**Run 1: signal wires on met3**

Bar = 20 µm.
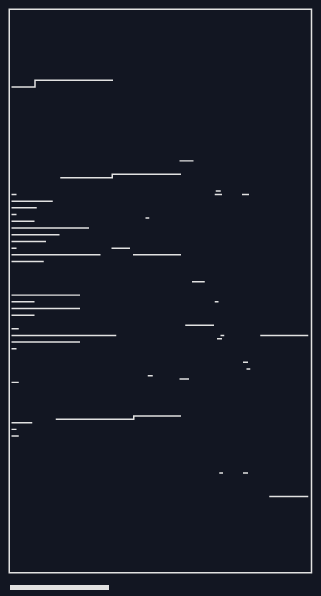
**Run 1: the metal 2 layer**

Cells faint in the background.
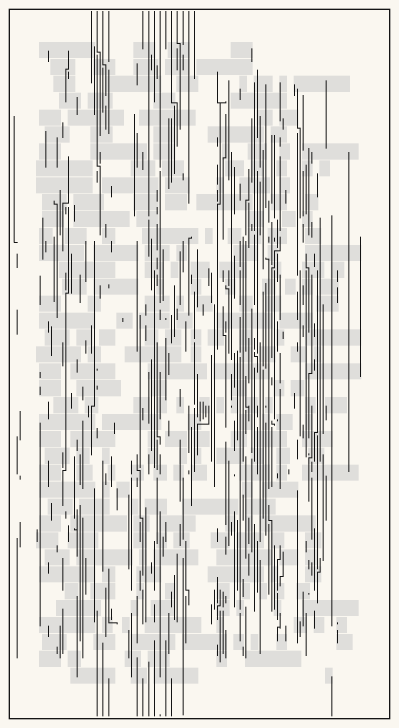
**Run 1: cells coloured by class**

Fill, decap, tap and diode cells in grey.
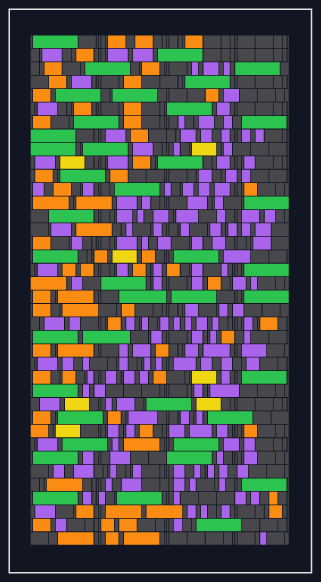
==> config.mk <==
export PLATFORM = sky130hd
export DESIGN_NAME = avrpp_cmd_seq
export DESIGN_NICKNAME = d
export VERILOG_FILES = /design/src/rtl/avrpp_pkg.sv /design/src/rtl/avrpp_rdy_sync.sv /design/src/rtl/avrpp_cmd_seq.sv
export SDC_FILE = /design/constraint.sdc
export NUM_CORES = 1
export LEC_CHECK = 0
export CAP_MARGIN = 20
export CELL_PAD_IN_SITES_DETAIL_PLACEMENT = 1
export CELL_PAD_IN_SITES_GLOBAL_PLACEMENT = 1
export CORE_ASPECT_RATIO = 2
export CORE_MARGIN = 4
export CORE_UTILIZATION = 38
export CTS_CLUSTER_SIZE = 8
export DETAILED_ROUTE_END_ITERATION = 16
export PLACE_DENSITY_LB_ADDON = 0.12
export SLEW_MARGIN = 15
export SYNTH_ARGS = -nofsm -noshare
export SYNTH_HDL_FRONTEND = slang
export SYNTH_SLANG_ARGS = --single-unit
export TNS_END_PERCENT = 10
==> constraint.sdc <==
create_clock -name osc_in -period 2.6 [get_ports osc_in]
set_clock_uncertainty 0.1 [all_clocks]
set_input_delay 0.65 -clock osc_in [delete_from_list [all_inputs] [get_ports osc_in]]
set_output_delay 0.65 -clock osc_in [all_outputs]
set_load 0.05 [all_outputs]
==> src/rtl/avrpp_pkg.sv <==
// Shared definitions for the AVR high-voltage parallel-programming sequencer:
// operation codes, FSM state encoding and the XA/BS/data-drive level table.
package avrpp_pkg;

    localparam logic [2:0] OP_LD_CMD = 3'd0;
    localparam logic [2:0] OP_LD_ALO = 3'd1;
    localparam logic [2:0] OP_LD_AHI = 3'd2;
    localparam logic [2:0] OP_LD_DLO = 3'd3;
    localparam logic [2:0] OP_LD_DHI = 3'd4;
    localparam logic [2:0] OP_PAGEL  = 3'd5;
    localparam logic [2:0] OP_PROG   = 3'd6;
    localparam logic [2:0] OP_READ   = 3'd7;

    typedef enum logic [2:0] {
        ST_IDLE     = 3'd0,
        ST_SETUP    = 3'd1,
        ST_PULSE    = 3'd2,
        ST_HOLD     = 3'd3,
        ST_WAIT_RDY = 3'd4,
        ST_DONE     = 3'd5
    } state_e;

    // Levels held from SETUP through HOLD.
    typedef struct packed {
        logic xa1;
        logic xa0;
        logic bs1;
        logic bs2;
        logic doe;
    } levels_t;

    // Level table per operation; PROG and READ take BS1/BS2 from data bits 0/1.
    function automatic levels_t op_levels(input logic [2:0] op, input logic [1:0] bs);
        levels_t lv;
        lv = '0;
        case (op)
            OP_LD_CMD: begin lv.xa1 = 1'b1; lv.doe = 1'b1; end
            OP_LD_ALO: begin lv.doe = 1'b1; end
            OP_LD_AHI: begin lv.bs1 = 1'b1; lv.doe = 1'b1; end
            OP_LD_DLO: begin lv.xa0 = 1'b1; lv.doe = 1'b1; end
            OP_LD_DHI: begin lv.xa0 = 1'b1; lv.bs1 = 1'b1; lv.doe = 1'b1; end
            OP_PAGEL:  begin lv.bs1 = 1'b1; end
            default:   begin lv.bs1 = bs[0]; lv.bs2 = bs[1]; end
        endcase
        return lv;
    endfunction

endpackage

==> src/rtl/avrpp_rdy_sync.sv <==
// Two-flop synchroniser for the asynchronous DUT RDY/BSY pin.
// Resets to 1 so a freshly reset sequencer sees the DUT as ready.
module avrpp_rdy_sync (
    input  logic osc_in,
    input  logic rst_n,
    input  logic rdy_async,
    output logic rdy_sync
);

    logic meta_q, meta_d;
    logic sync_q, sync_d;

    // Next values: shift the pin through two stages.
    always_comb begin
        meta_d = rdy_async;
        sync_d = meta_q;
    end

    // Synchroniser flops.
    always_ff @(posedge osc_in or negedge rst_n) begin
        if (!rst_n) begin
            meta_q <= 1'b1;
            sync_q <= 1'b1;
        end else begin
            meta_q <= meta_d;
            sync_q <= sync_d;
        end
    end

    assign rdy_sync = sync_q;

endmodule

==> src/rtl/avrpp_cmd_seq.sv <==
// AVR HVPP command sequencer: runs one host operation as
// SETUP -> PULSE -> HOLD -> [WAIT_RDY for PROG] -> DONE.
// Optional build macro AVRPP_RDY_TIMEOUT_EN bounds WAIT_RDY to RDY_TMO cycles
// and reports the expiry through rsp_err; without it rsp_err is tied 0.
// Handshake: an operation is accepted on a rising edge where cmd_valid and
// cmd_ready are both high; cmd_ready is high only in IDLE and rsp_valid is a
// one-cycle completion pulse.
module avrpp_cmd_seq
    import avrpp_pkg::*;
#(
    parameter int T_SETUP = 2,
    parameter int T_PULSE = 4,
    parameter int T_HOLD  = 2,
    parameter int RDY_TMO = 24000
) (
    input  logic       osc_in,
    input  logic       rst_n,
    input  logic       cmd_valid,
    output logic       cmd_ready,
    input  logic [2:0] cmd_op,
    input  logic [7:0] cmd_data,
    output logic       rsp_valid,
    output logic [7:0] rsp_data,
    output logic       rsp_err,
    input  logic       dut_rdy,
    input  logic [7:0] dut_din,
    output logic [7:0] dut_dout,
    output logic       dut_doe,
    output logic       dut_xa0,
    output logic       dut_xa1,
    output logic       dut_bs1,
    output logic       dut_bs2,
    output logic       dut_xtal,
    output logic       dut_pagel,
    output logic       dut_wr_n,
    output logic       dut_oe_n
);

    localparam int T_MAX_A = (T_SETUP > T_PULSE) ? T_SETUP : T_PULSE;
    localparam int T_MAX_B = (T_HOLD > RDY_TMO) ? T_HOLD : RDY_TMO;
    localparam int T_MAX   = (T_MAX_A > T_MAX_B) ? T_MAX_A : T_MAX_B;
    localparam int CNT_W   = $clog2(T_MAX) + 1;

    localparam logic [CNT_W-1:0] C_SETUP = CNT_W'(T_SETUP);
    localparam logic [CNT_W-1:0] C_PULSE = CNT_W'(T_PULSE);
    localparam logic [CNT_W-1:0] C_HOLD  = CNT_W'(T_HOLD);
    localparam logic [CNT_W-1:0] C_ONE   = CNT_W'(1);

    // A zero-length phase would make the counter wrap; refuse to elaborate.
    if (T_SETUP < 1 || T_PULSE < 1 || T_HOLD < 1 || RDY_TMO < 1) begin : g_param_check
        $error("avrpp_cmd_seq: T_SETUP, T_PULSE, T_HOLD and RDY_TMO must be >= 1");
    end

    state_e           state_q, state_d;
    logic [CNT_W-1:0] cnt_q, cnt_d;
    logic [2:0]       op_q, op_d;
    logic [7:0]       data_q, data_d;
    logic [7:0]       rsp_data_q, rsp_data_d;
    logic             rdy_s;
    logic             cnt_last;
    levels_t          lv;

`ifdef AVRPP_RDY_TIMEOUT_EN
    localparam logic [CNT_W-1:0] C_TMO = CNT_W'(RDY_TMO);
    logic err_q, err_d;
`endif

    avrpp_rdy_sync u_rdy_sync (
        .osc_in    (osc_in),
        .rst_n     (rst_n),
        .rdy_async (dut_rdy),
        .rdy_sync  (rdy_s)
    );

    assign cnt_last = (cnt_q == C_ONE);

    // State register plus latched operation, phase counter and read result.
    always_ff @(posedge osc_in or negedge rst_n) begin
        if (!rst_n) begin
            state_q    <= ST_IDLE;
            cnt_q      <= '0;
            op_q       <= OP_LD_CMD;
            data_q     <= 8'h00;
            rsp_data_q <= 8'h00;
`ifdef AVRPP_RDY_TIMEOUT_EN
            err_q      <= 1'b0;
`endif
        end else begin
            state_q    <= state_d;
            cnt_q      <= cnt_d;
            op_q       <= op_d;
            data_q     <= data_d;
            rsp_data_q <= rsp_data_d;
`ifdef AVRPP_RDY_TIMEOUT_EN
            err_q      <= err_d;
`endif
        end
    end

    // Next state: each phase reloads the counter on entry and leaves on its last cycle.
    always_comb begin
        state_d    = state_q;
        cnt_d      = cnt_q;
        op_d       = op_q;
        data_d     = data_q;
        rsp_data_d = rsp_data_q;
`ifdef AVRPP_RDY_TIMEOUT_EN
        err_d      = err_q;
`endif
        case (state_q)
            ST_IDLE: begin
                if (cmd_valid && cmd_ready) begin
                    state_d = ST_SETUP;
                    cnt_d   = C_SETUP;
                    op_d    = cmd_op;
                    data_d  = cmd_data;
`ifdef AVRPP_RDY_TIMEOUT_EN
                    err_d   = 1'b0;
`endif
                end
            end
            ST_SETUP: begin
                if (cnt_last) begin
                    state_d = ST_PULSE;
                    cnt_d   = C_PULSE;
                end else begin
                    cnt_d = cnt_q - C_ONE;
                end
            end
            ST_PULSE: begin
                // The bus is sampled at the end of the OE-low window.
                if (cnt_last && op_q == OP_READ) begin
                    rsp_data_d = dut_din;
                end
                if (cnt_last) begin
                    state_d = ST_HOLD;
                    cnt_d   = C_HOLD;
                end else begin
                    cnt_d = cnt_q - C_ONE;
                end
            end
            ST_HOLD: begin
                if (cnt_last) begin
                    if (op_q == OP_PROG) begin
                        state_d = ST_WAIT_RDY;
`ifdef AVRPP_RDY_TIMEOUT_EN
                        cnt_d   = C_TMO;
`endif
                    end else begin
                        state_d = ST_DONE;
                    end
                end else begin
                    cnt_d = cnt_q - C_ONE;
                end
            end
            ST_WAIT_RDY: begin
                if (rdy_s) begin
                    state_d = ST_DONE;
                end
`ifdef AVRPP_RDY_TIMEOUT_EN
                else if (cnt_last) begin
                    state_d = ST_DONE;
                    err_d   = 1'b1;
                end else begin
                    cnt_d = cnt_q - C_ONE;
                end
`endif
            end
            ST_DONE: begin
                state_d = ST_IDLE;
            end
            default: begin
                state_d = ST_IDLE;
            end
        endcase
    end

    // Outputs: levels during SETUP..HOLD, strobe only during PULSE, idle levels otherwise.
    always_comb begin
        lv        = op_levels(op_q, data_q[1:0]);
        cmd_ready = (state_q == ST_IDLE);
        rsp_valid = (state_q == ST_DONE);
        dut_dout  = 8'h00;
        dut_doe   = 1'b0;
        dut_xa0   = 1'b0;
        dut_xa1   = 1'b0;
        dut_bs1   = 1'b0;
        dut_bs2   = 1'b0;
        dut_xtal  = 1'b0;
        dut_pagel = 1'b0;
        dut_wr_n  = 1'b1;
        dut_oe_n  = 1'b1;
        if (state_q == ST_SETUP || state_q == ST_PULSE || state_q == ST_HOLD) begin
            dut_xa0  = lv.xa0;
            dut_xa1  = lv.xa1;
            dut_bs1  = lv.bs1;
            dut_bs2  = lv.bs2;
            dut_doe  = lv.doe;
            dut_dout = lv.doe ? data_q : 8'h00;
        end
        if (state_q == ST_PULSE) begin
            case (op_q)
                OP_PAGEL: dut_pagel = 1'b1;
                OP_PROG:  dut_wr_n  = 1'b0;
                OP_READ:  dut_oe_n  = 1'b0;
                default:  dut_xtal  = 1'b1;
            endcase
        end
    end

    assign rsp_data = rsp_data_q;

`ifdef AVRPP_RDY_TIMEOUT_EN
    assign rsp_err = (state_q == ST_DONE) && err_q;
`else
    assign rsp_err = 1'b0;
`endif

endmodule

==> qor.rpt, run 1 <==
GLOBAL ROUTING
-------------------------------------------------------------------------------------
Residual overflow from global routing                                               0
Pin count of the biggest net entering global routing                               41
Via count of the first global-routing pass                                       2097
Antenna violations before repair                                                    0

CRITICAL PATH
-------------------------------------------------------------------------------------
Crit Reg-Reg Startpoint                                                  cnt_q[12]$_DFFE_PN0P_
Capturing instance or port of the critical path                             dut_pagel
Type of destination of the critical path                                 primary output
End of the worst register-to-register path                               cnt_q[8]$_DFFE_PN0P_
Number of cells on the worst reg-to-reg path                                        6
Internal reg-to-reg setup slack                                               0.33 ns
Setup CP Type                                                              reg -> out
Worst setup path start                                                   state_q[1]$_DFFE_PN0P_
Required time of the critical path                                            1.85 ns

LAYOUT
-------------------------------------------------------------------------------------
Util after Layout                                                               54.9%
Antenna cells                                                                       0
Comb. cell area                                                              1070 µm²
Fraction of layout cells with a size suffix above 1                             29.0%
Final nets                                                                        294
Sequential cell area in the final layout                                     1000 µm²
Fillers                                                                           614

CLOCK TREE
-------------------------------------------------------------------------------------
Clock-pin slew of the registers on the worst-case setup and hold paths        0.07 ns
Total number of clock tree sinks                                                   40
Number of hold buffers added after cts                                              0
CTS tree                                                                         done
Maximum buffer depth of the clock tree                                              2

SYNTHESIS
-------------------------------------------------------------------------------------
Count of instantiated cells in the yosys netlist                                  209
Share of flip-flops with an asynchronous set or reset                            100%
Cell with the most instances after synthesis                             sky130_fd_sc_hd__dfrtp_1
Cell types with the largest area share after synthesis                   sky130_fd_sc_hd__dfrtp_1, sky130_fd_sc_hd__mux2_2, sky130_fd_sc_hd__nor2_1, sky130_fd_sc_hd__a21oi_1, sky130_fd_sc_hd__nor3_1
Area fraction of the dominant cell type after synthesis                         44.7%
Most instantiated flip-flop cell in the synthesis netlist                sky130_fd_sc_hd__dfrtp_1
Synthesized instance count                                                        209
Combined area of all synthesized cells                                       2130 µm²

FINAL TIMING
-------------------------------------------------------------------------------------
Setup repair after global routing missed its margin                                no
Maximum operating frequency                                                   403 MHz
Final count of negative-setup-slack endpoints                                       0
Post-route minimum period                                                     2.48 ns
Rel. slew slack                                                                 53.8%

FLOORPLANNING
-------------------------------------------------------------------------------------
Core box area                                                                5420 µm²
Num ports                                                                          51
Die height                                                                     114 µm

PLACE
-------------------------------------------------------------------------------------
HPWL after detailed placement                                                 4580 µm
Worst setup slack before clock tree synthesis                                0.126 ns
RePlAce Congestion                                                              0.883

HOLD PATH
-------------------------------------------------------------------------------------
Worst hold endpoint                                                      u_rdy_sync.rdy_sync$_DFF_PN1_
Hold Crit Start                                                          u_rdy_sync.meta_q$_DFF_PN1_

POWER
-------------------------------------------------------------------------------------
Leakage power                                                                 1.26 nW
Power per Cell Area                                                        383 nW/µm²

OUTCOME
-------------------------------------------------------------------------------------
Status                                                                   finished clean

About 'signal wires on met3':
share of all routed wire	4.6%
wire length on this layer	275 µm
main direction	horizontal
longest straight run	20.9 µm
nets with wire on the layer	35
post-detailed-routing wire length: 6010 µm
total vias in the final route: 1827

About 'the metal 2 layer':
main direction	vertical
nets with wire on the layer	270
wire length on this layer	3350 µm
longest straight run	66.0 µm
met2 routing resource usage after global routing: 34.6%

About 'cells coloured by class':
colour	class	cells
yellow	clock drivers and dummy loads	7
green	flip-flops	40
orange	other buffers and delay cells	64
purple	all other logic	158
register fraction of the total cell area: 33.7%
number of cell rows: 38

run 1: cell type report:
cell class / instances / area share, %
inverter: 5 / 0.631
tap: 60 / 2.52
clock buffer: 7 / 3.24
sequential: 40 / 33.7
timing repair buffer: 64 / 24.0
multi-input combinational: 153 / 35.9
run 1: routing by layer:
| metal | up-vias | routed length [µm] | GRT usage [%] |
|---|---|---|---|
| met4 | 0 | 253 | 10.6 |
| met5 | - | 0 | 0 |
| li1 | 869 | - | - |
| met1 | 892 | 2130 | 19.5 |
| met3 | 19 | 274 | 6.34 |
| met2 | 47 | 3350 | 34.6 |
run 1: placed cells by master, fill, tap and decap left out, types with 3 or more instances in the layout:
master,n
sky130_fd_sc_hd__a21oi_1,11
sky130_fd_sc_hd__a31oi_1,6
sky130_fd_sc_hd__and2_1,8
sky130_fd_sc_hd__buf_12,13
sky130_fd_sc_hd__buf_4,21
sky130_fd_sc_hd__clkbuf_8,7
sky130_fd_sc_hd__clkdlybuf4s50_1,29
sky130_fd_sc_hd__dfrtp_1,38
sky130_fd_sc_hd__inv_1,5
sky130_fd_sc_hd__mux2_2,20
sky130_fd_sc_hd__nand2_1,12
sky130_fd_sc_hd__nand3_1,4
sky130_fd_sc_hd__nand3b_1,3
sky130_fd_sc_hd__nor2_1,17
sky130_fd_sc_hd__nor3_1,11
sky130_fd_sc_hd__nor3_2,3
sky130_fd_sc_hd__nor4_1,4
sky130_fd_sc_hd__o211ai_1,3
sky130_fd_sc_hd__o21ai_0,5
sky130_fd_sc_hd__or3_1,9
sky130_fd_sc_hd__xor2_1,5
run 1: kinds of logic after synthesis:
kind of cell             Yosys count  share of synthesized area [%]
AND-OR/OR-AND                     37                           11.6
XOR/XNOR                           7                           2.88
adder cells (fa/ha/maj)            2                           1.17
buffers and inverters             16                           3.53
flip-flops                        40                           47.1
multiplexers                      21                           11.0
other                              1                          0.176
AND/OR/NAND/NOR                   85                           22.5
run 1: registers in the layout, indices dropped and copies added (netlist names):
register	count
cnt_q	16
data_q	8
op_q	3
rsp_data	8
state_q	3
u_rdy_sync.meta_q	1
u_rdy_sync.rdy_sync	1
run 1: worst max-delay path, stage by stage, from the launching register on:
cell,delay (ns)
sky130_fd_sc_hd__dfrtp_1,0.44
sky130_fd_sc_hd__inv_1,0.14
sky130_fd_sc_hd__or3_1,0.40
sky130_fd_sc_hd__nor3_2,0.27
sky130_fd_sc_hd__buf_12,0.18
run 1: where the power goes:
group	switching (W)	internal, W	leakage, nW
Combinational	0.0000193	0.0000288	0.696
Sequential	0.000000497	0.000624	0.512
Clock	0.000229	0.000237	0.0503
run 1: what timing repair did:
item	in CTS	in global routing
pin swaps	0	1
gates resized	1	0
setup buffers	0	1
hold endpoints to repair	0	0
endpoints found under the setup margin	8	8
run 1: stage by stage:
step	TNS [ns]	area, µm²	hold WS (ns)
after floorplan	-1.33	2140	0.245
after global placement	0	2860	0.246
after detailed placement	0	2860	0.251
after CTS	0	2970	0.262
after global routing	0	2970	0.268
final	0	2970	0.260
==> run 2: changes to the inputs <==
- SETUP_SLACK_MARGIN: not set -> 0.15
**Run 2: port wiring**

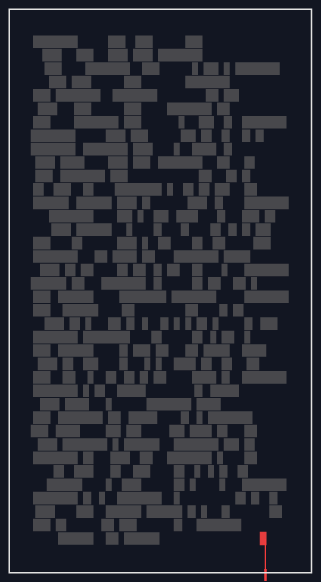
colour	port	direction	end cells	buffers	wire
red	`rsp_err`	output	1	0	6.30 µm
IO buf count: 49
num ports: 51

==> run 2 against run 1 <==
Net effect:
- fmax grew 4.1%
- synthesized area is the same
- combinational power is essentially flat
- clock-buffer cell count is the same
- final area grew 1.0%
- register-to-register slack is essentially flat
- non-clock buffer count is the same
- largest cell class unchanged
- first-iteration DRC count shrank 23%
- core utilization grew 0.55 points
- via count grew 0.82%
- worst setup slack gained 0.098 ns
- highest routed layer unchanged
- synthesized cell count is the same
==> qor.rpt, run 2 <==
POWER
-------------------------------------------------------------------------------------
Fraction of power spent switching nets                                          21.8%
Switching power summed over all nets                                       0.000249 W
Leakage power                                                                 1.26 nW
Internal power                                                             0.000890 W
Clock Power Share                                                               40.9%
Sequential share of power                                                       54.9%

ROUTE
-------------------------------------------------------------------------------------
Post-detailed-routing wire length                                             6090 µm
Total vias in the final route                                                    1842

CLOCK TREE
-------------------------------------------------------------------------------------
Clock-pin slew of the registers on the worst-case setup and hold paths        0.07 ns
Total number of clock tree sinks                                                   40

LAYOUT
-------------------------------------------------------------------------------------
Comb. cell area                                                              1100 µm²
Antenna cells                                                                       0
Top logic cell by instance count in the layout                           sky130_fd_sc_hd__dfrtp_1
Largest register by flop count                                                  cnt_q
Commonest cells after routing, fill and taps aside                       sky130_fd_sc_hd__dfrtp_1, sky130_fd_sc_hd__clkdlybuf4s50_1, sky130_fd_sc_hd__buf_4
Fillers                                                                           611
Fraction of layout cells with a size suffix above 1                             30.7%
Sequential cell area in the final layout                                     1000 µm²
Final nets                                                                        295

FINAL TIMING
-------------------------------------------------------------------------------------
Final count of negative-setup-slack endpoints                                       0
Maximum operating frequency                                                   420 MHz
Rel. slew slack                                                                 54.0%

CRITICAL PATH
-------------------------------------------------------------------------------------
Worst setup path start                                                   op_q[0]$_DFFE_PN0P_
Number of cells on the worst reg-to-reg path                                        5
End of the worst register-to-register path                               cnt_q[13]$_DFFE_PN0P_
Internal reg-to-reg setup slack                                               0.33 ns
Required time of the critical path                                            1.85 ns
Capturing instance or port of the critical path                           dut_dout[1]

FLOORPLANNING
-------------------------------------------------------------------------------------
Die height                                                                     114 µm
Number of cell rows                                                                38
Core box area                                                                5420 µm²

SYNTHESIS
-------------------------------------------------------------------------------------
Cell types with the largest area share after synthesis                   sky130_fd_sc_hd__dfrtp_1, sky130_fd_sc_hd__mux2_2, sky130_fd_sc_hd__nor2_1, sky130_fd_sc_hd__a21oi_1, sky130_fd_sc_hd__nor3_1
Synthesized instance count                                                        209
Count of instantiated cells in the yosys netlist                                  209
Area fraction of the dominant cell type after synthesis                         44.7%
Combined area of all synthesized cells                                       2130 µm²
Share of flip-flops with an asynchronous set or reset                            100%

GLOBAL ROUTING
-------------------------------------------------------------------------------------
Antenna violations before repair                                                    0
Pin count of the biggest net entering global routing                               41
Via count of the first global-routing pass                                       2107
Residual overflow from global routing                                               0

PLACE
-------------------------------------------------------------------------------------
HPWL after detailed placement                                                 4580 µm

HOLD PATH
-------------------------------------------------------------------------------------
Hold Crit Start                                                          u_rdy_sync.meta_q$_DFF_PN1_

OUTCOME
-------------------------------------------------------------------------------------
Status                                                                   finished clean

## run 2: cell types whose count changed in the layout (fill, tap and decap cells not counted)
| cell | delta |
|---|---|
| sky130_fd_sc_hd__or2_4 | +1 |
| sky130_fd_sc_hd__dfrtp_2 | +1 |
| sky130_fd_sc_hd__or2_2 | -1 |
| sky130_fd_sc_hd__dfrtp_1 | -1 |
| sky130_fd_sc_hd__a21oi_1 | -1 |
| sky130_fd_sc_hd__nor3_4 | +1 |
| sky130_fd_sc_hd__nor3_1 | -1 |
| sky130_fd_sc_hd__a21oi_2 | +2 |
| sky130_fd_sc_hd__nor2_2 | +1 |
| sky130_fd_sc_hd__nor2_1 | -1 |
## run 2: kinds of logic (layout without fill, tap and decap cells)
family,Yosys count,in the layout,share of synthesized area [%]
and+or+nand+nor,85,85,22.5
DFF,40,40,47.1
AOI/OAI and AO/OA,37,38,11.6
muxes,21,21,11.0
buffers and inverters,16,76,3.53
xor gates and xnor gates,7,7,2.88
adders and majority gates,2,2,1.17
other,1,1,0.176
## run 2: layer usage
metal	wire length [µm]	vias up	global-route usage, %
met5	0	-	0
met4	256	0	10.6
met3	286	19	6.34
met2	3440	53	34.7
met1	2100	894	19.6
li1	-	876	-
## run 2: area by class of cell
cell class / count / share of cell area [%]
Multi-Input combinational cell: 154 / 36.5
Clock buffer: 7 / 3.21
Sequential cell: 40 / 33.4
Inverter: 5 / 0.625
Timing Repair Buffer: 64 / 23.7
Tap cell: 60 / 2.50
## run 2: through the flow
step / setup slack, ns / TNS [ns] / utilization (%) / area, µm² / hold slack, ns
floorplan: -0.150 / -1.33 / - / 2140 / 0.245
global placement: 0.153 / 0 / 52.8 / 2860 / 0.246
detailed placement: 0.126 / 0 / 52.8 / 2860 / 0.251
CTS: 0.102 / 0 / 55.0 / 2980 / 0.262
global route: 0.112 / 0 / 55.4 / 3000 / 0.268
finish: 0.218 / 0 / 55.4 / 3000 / 0.260
## run 2: worst min-delay path by stage
stage / endpoint
floorplan: cnt_q[0]$_DFFE_PN0P_
global placement: u_rdy_sync.rdy_sync$_DFF_PN1_
detailed placement: u_rdy_sync.rdy_sync$_DFF_PN1_
CTS: u_rdy_sync.rdy_sync$_DFF_PN1_
global route: u_rdy_sync.rdy_sync$_DFF_PN1_
finish: u_rdy_sync.rdy_sync$_DFF_PN1_
## run 2: critical path, stage by stage, from the launching register on
cell                      delay, ns
sky130_fd_sc_hd__dfrtp_1       0.44
sky130_fd_sc_hd__or2_4         0.30
sky130_fd_sc_hd__a21oi_2       0.23
sky130_fd_sc_hd__and2_1        0.21
sky130_fd_sc_hd__buf_12        0.15
## run 2: repair_timing
action | CTS | global route
hold buffers | 0 | 0
buffers inserted | 1 | 0
cloned | 0 | 1
setup endpoints to repair | 12 | 14
gates resized | 2 | 5
pin swaps | 1 | 2
## run 2: power by group through the flow
stage          Clock, W  Combinational, W  Sequential [W]
6_report       0.000466         0.0000482        0.000625
5_1_grt        0.000508         0.0000524        0.000625
4_1_cts        0.000484         0.0000501        0.000625
3_5_place_dp          0         0.0000499        0.000637
3_3_place_gp          0         0.0000494        0.000637
2_1_floorplan         0        0.00000460        0.000637
==> run 3: changes to the inputs <==
- CORE_MARGIN: 4 -> not set
**Run 3: cell outlines without signal wires**

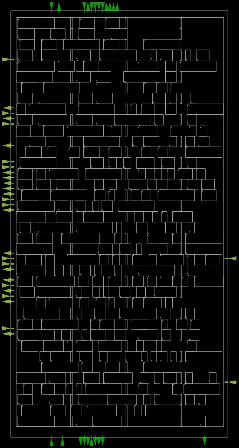
number of well-tap cells placed: 60
Util after Layout: 55.6%
fillers: 614
FF+latch count: 40

==> run 3 against run 2 <==
Net effect:
- via count up 0.98%
- non-clock buffer count unchanged
- fmax down 3.3%
- cell count up 0.30%
==> qor.rpt, run 3 <==
PLACE
-------------------------------------------------------------------------------------
Placed cell areas                                                            2880 µm²
Worst setup slack before clock tree synthesis                                0.115 ns
RePlAce Congestion                                                              0.849
IO buf count                                                                       49

LAYOUT
-------------------------------------------------------------------------------------
Antenna cells                                                                       0
Sequential cell area in the final layout                                     1000 µm²
Comb. cell area                                                              1100 µm²
Final nets                                                                        295
Fraction of layout cells with a size suffix above 1                             31.0%
Top logic cell by instance count in the layout                           sky130_fd_sc_hd__dfrtp_1
Largest register by flop count                                                  cnt_q

SYNTHESIS
-------------------------------------------------------------------------------------
Most instantiated flip-flop cell in the synthesis netlist                sky130_fd_sc_hd__dfrtp_1
Synthesized instance count                                                        209
Count of instantiated cells in the yosys netlist                                  209
Share of flip-flops with an asynchronous set or reset                            100%
Cell with the most instances after synthesis                             sky130_fd_sc_hd__dfrtp_1

FINAL TIMING
-------------------------------------------------------------------------------------
Final count of negative-setup-slack endpoints                                       0
Maximum operating frequency                                                   406 MHz
Post-route minimum period                                                     2.46 ns
Setup repair after global routing missed its margin                               yes
Rel. slew slack                                                                 52.8%

POWER
-------------------------------------------------------------------------------------
Leakage power                                                                 1.27 nW
Internal power                                                             0.000867 W
Clock Power Share                                                               39.7%
Fraction of power spent switching nets                                          22.6%
Combinational fraction of design power                                           4.6%

FLOORPLANNING
-------------------------------------------------------------------------------------
Core box area                                                                5420 µm²
Num ports                                                                          51
Number of cell rows                                                                38

ROUTE
-------------------------------------------------------------------------------------
Post-detailed-routing wire length                                             6310 µm

CLOCK TREE
-------------------------------------------------------------------------------------
Maximum buffer depth of the clock tree                                              2
Clock-pin slew of the registers on the worst-case setup and hold paths        0.08 ns
CTS tree                                                                         done
Number of hold buffers added after cts                                              0
Total number of clock tree sinks                                                   40

GLOBAL ROUTING
-------------------------------------------------------------------------------------
Residual overflow from global routing                                               0
Pin count of the biggest net entering global routing                               22
Via count of the first global-routing pass                                       2102

CRITICAL PATH
-------------------------------------------------------------------------------------
Required time of the critical path                                            1.85 ns
Worst stage delay on the critical path                                        0.47 ns
Setup CP Type                                                              reg -> out
Type of destination of the critical path                                 primary output
Cell breakdown of the critical path                                      inv_1, or3_1, nor3_2, buf_12
Crit-path slowest cell                                                   sky130_fd_sc_hd__dfrtp_1

OUTCOME
-------------------------------------------------------------------------------------
Status                                                                   finished clean

==> run 3: cell count changes in the layout (fill, tap and decap cells not counted), sizes merged <==
cell / delta
clkbuf: -1
clkinv: +2
==> run 3: cell families (layout without fill, tap and decap cells) <==
logic type | count (synthesis) | in the layout | share of synthesized area (%)
buf+inv | 16 | 77 | 3.53
flops | 40 | 40 | 47.1
compound gates | 37 | 38 | 11.6
other cells | 1 | 1 | 0.176
fa+ha+maj | 2 | 2 | 1.17
simple gates | 85 | 85 | 22.5
xor+xnor | 7 | 7 | 2.88
mux | 21 | 21 | 11.0
==> run 3: final cells by class <==
cell class,count,area share (%)
inverter,5,0.622
clock buffer,6,2.74
tap,60,2.49
sequential,40,33.3
multi-input combinational,154,36.5
clock inverter,2,0.332
timing repair buffer,64,24.1
==> run 3: critical path, delay by kind of cell, from the launching register on <==
family,cells,cell delay [ns]
AND/OR/NAND/NOR,2,0.67
buffers and inverters,2,0.28
flip-flops,1,0.47
==> run 3: path summary, 6_finish.rpt <==
kind | start | to | slack, ns | cells past startpoint
worst min-delay path | rst_n | cnt_q[4]$_DFFE_PN0P_ | 0.22 | 1
worst min register to register | u_rdy_sync.meta_q$_DFF_PN1_ | u_rdy_sync.rdy_sync$_DFF_PN1_ | 0.26 | 0
worst max-delay path | state_q[1]$_DFFE_PN0P_ | dut_pagel | 0.14 | 4
max in group asynchronous | rst_n | rsp_data[2]$_DFFE_PN0P_ | 1.68 | 2
worst max register to register | cnt_q[13]$_DFFE_PN0P_ | cnt_q[8]$_DFFE_PN0P_ | 0.25 | 5
min in group osc_in | u_rdy_sync.meta_q$_DFF_PN1_ | u_rdy_sync.rdy_sync$_DFF_PN1_ | 0.26 | 0
==> run 3: metrics by stage <==
stage / power, W / hold WS, ns / cells / TNS, ns
6_report: 0.00112 / 0.218 / 331 / 0
5_1_grt: 0.00117 / 0.253 / 331 / 0
4_1_cts: 0.00115 / 0.225 / 331 / 0
3_5_place_dp: 0.000690 / 0.253 / 322 / 0
3_3_place_gp: 0.000688 / 0.246 / 322 / 0
2_1_floorplan: 0.000642 / 0.245 / 209 / -1.33
==> run 3: what timing repair did <==
item	CTS	global route
hold endpoints to repair	0	0
pin swaps	1	1
endpoints found under the setup margin	12	16
resized	3	4
cloned	1	0
==> run 3: metal layers <==
layer,global-route usage [%],up-vias,wire length [µm]
met4,13.2,0,269
met2,46.0,50,3680
met5,0,-,0
met3,5.65,17,233
met1,21.6,922,2120
li1,-,871,-
==> run 3: power by group through the flow <==
stage	registers [W]	clock network, W	logic, W
final	0.000625	0.000444	0.0000512
after global routing	0.000625	0.000484	0.0000568
after CTS	0.000625	0.000469	0.0000527
after detailed placement	0.000637	0	0.0000527
after global placement	0.000637	0	0.0000514
after floorplan	0.000637	0	0.00000460
Power figures rest on the tool's default switching activity, not on a simulated workload.
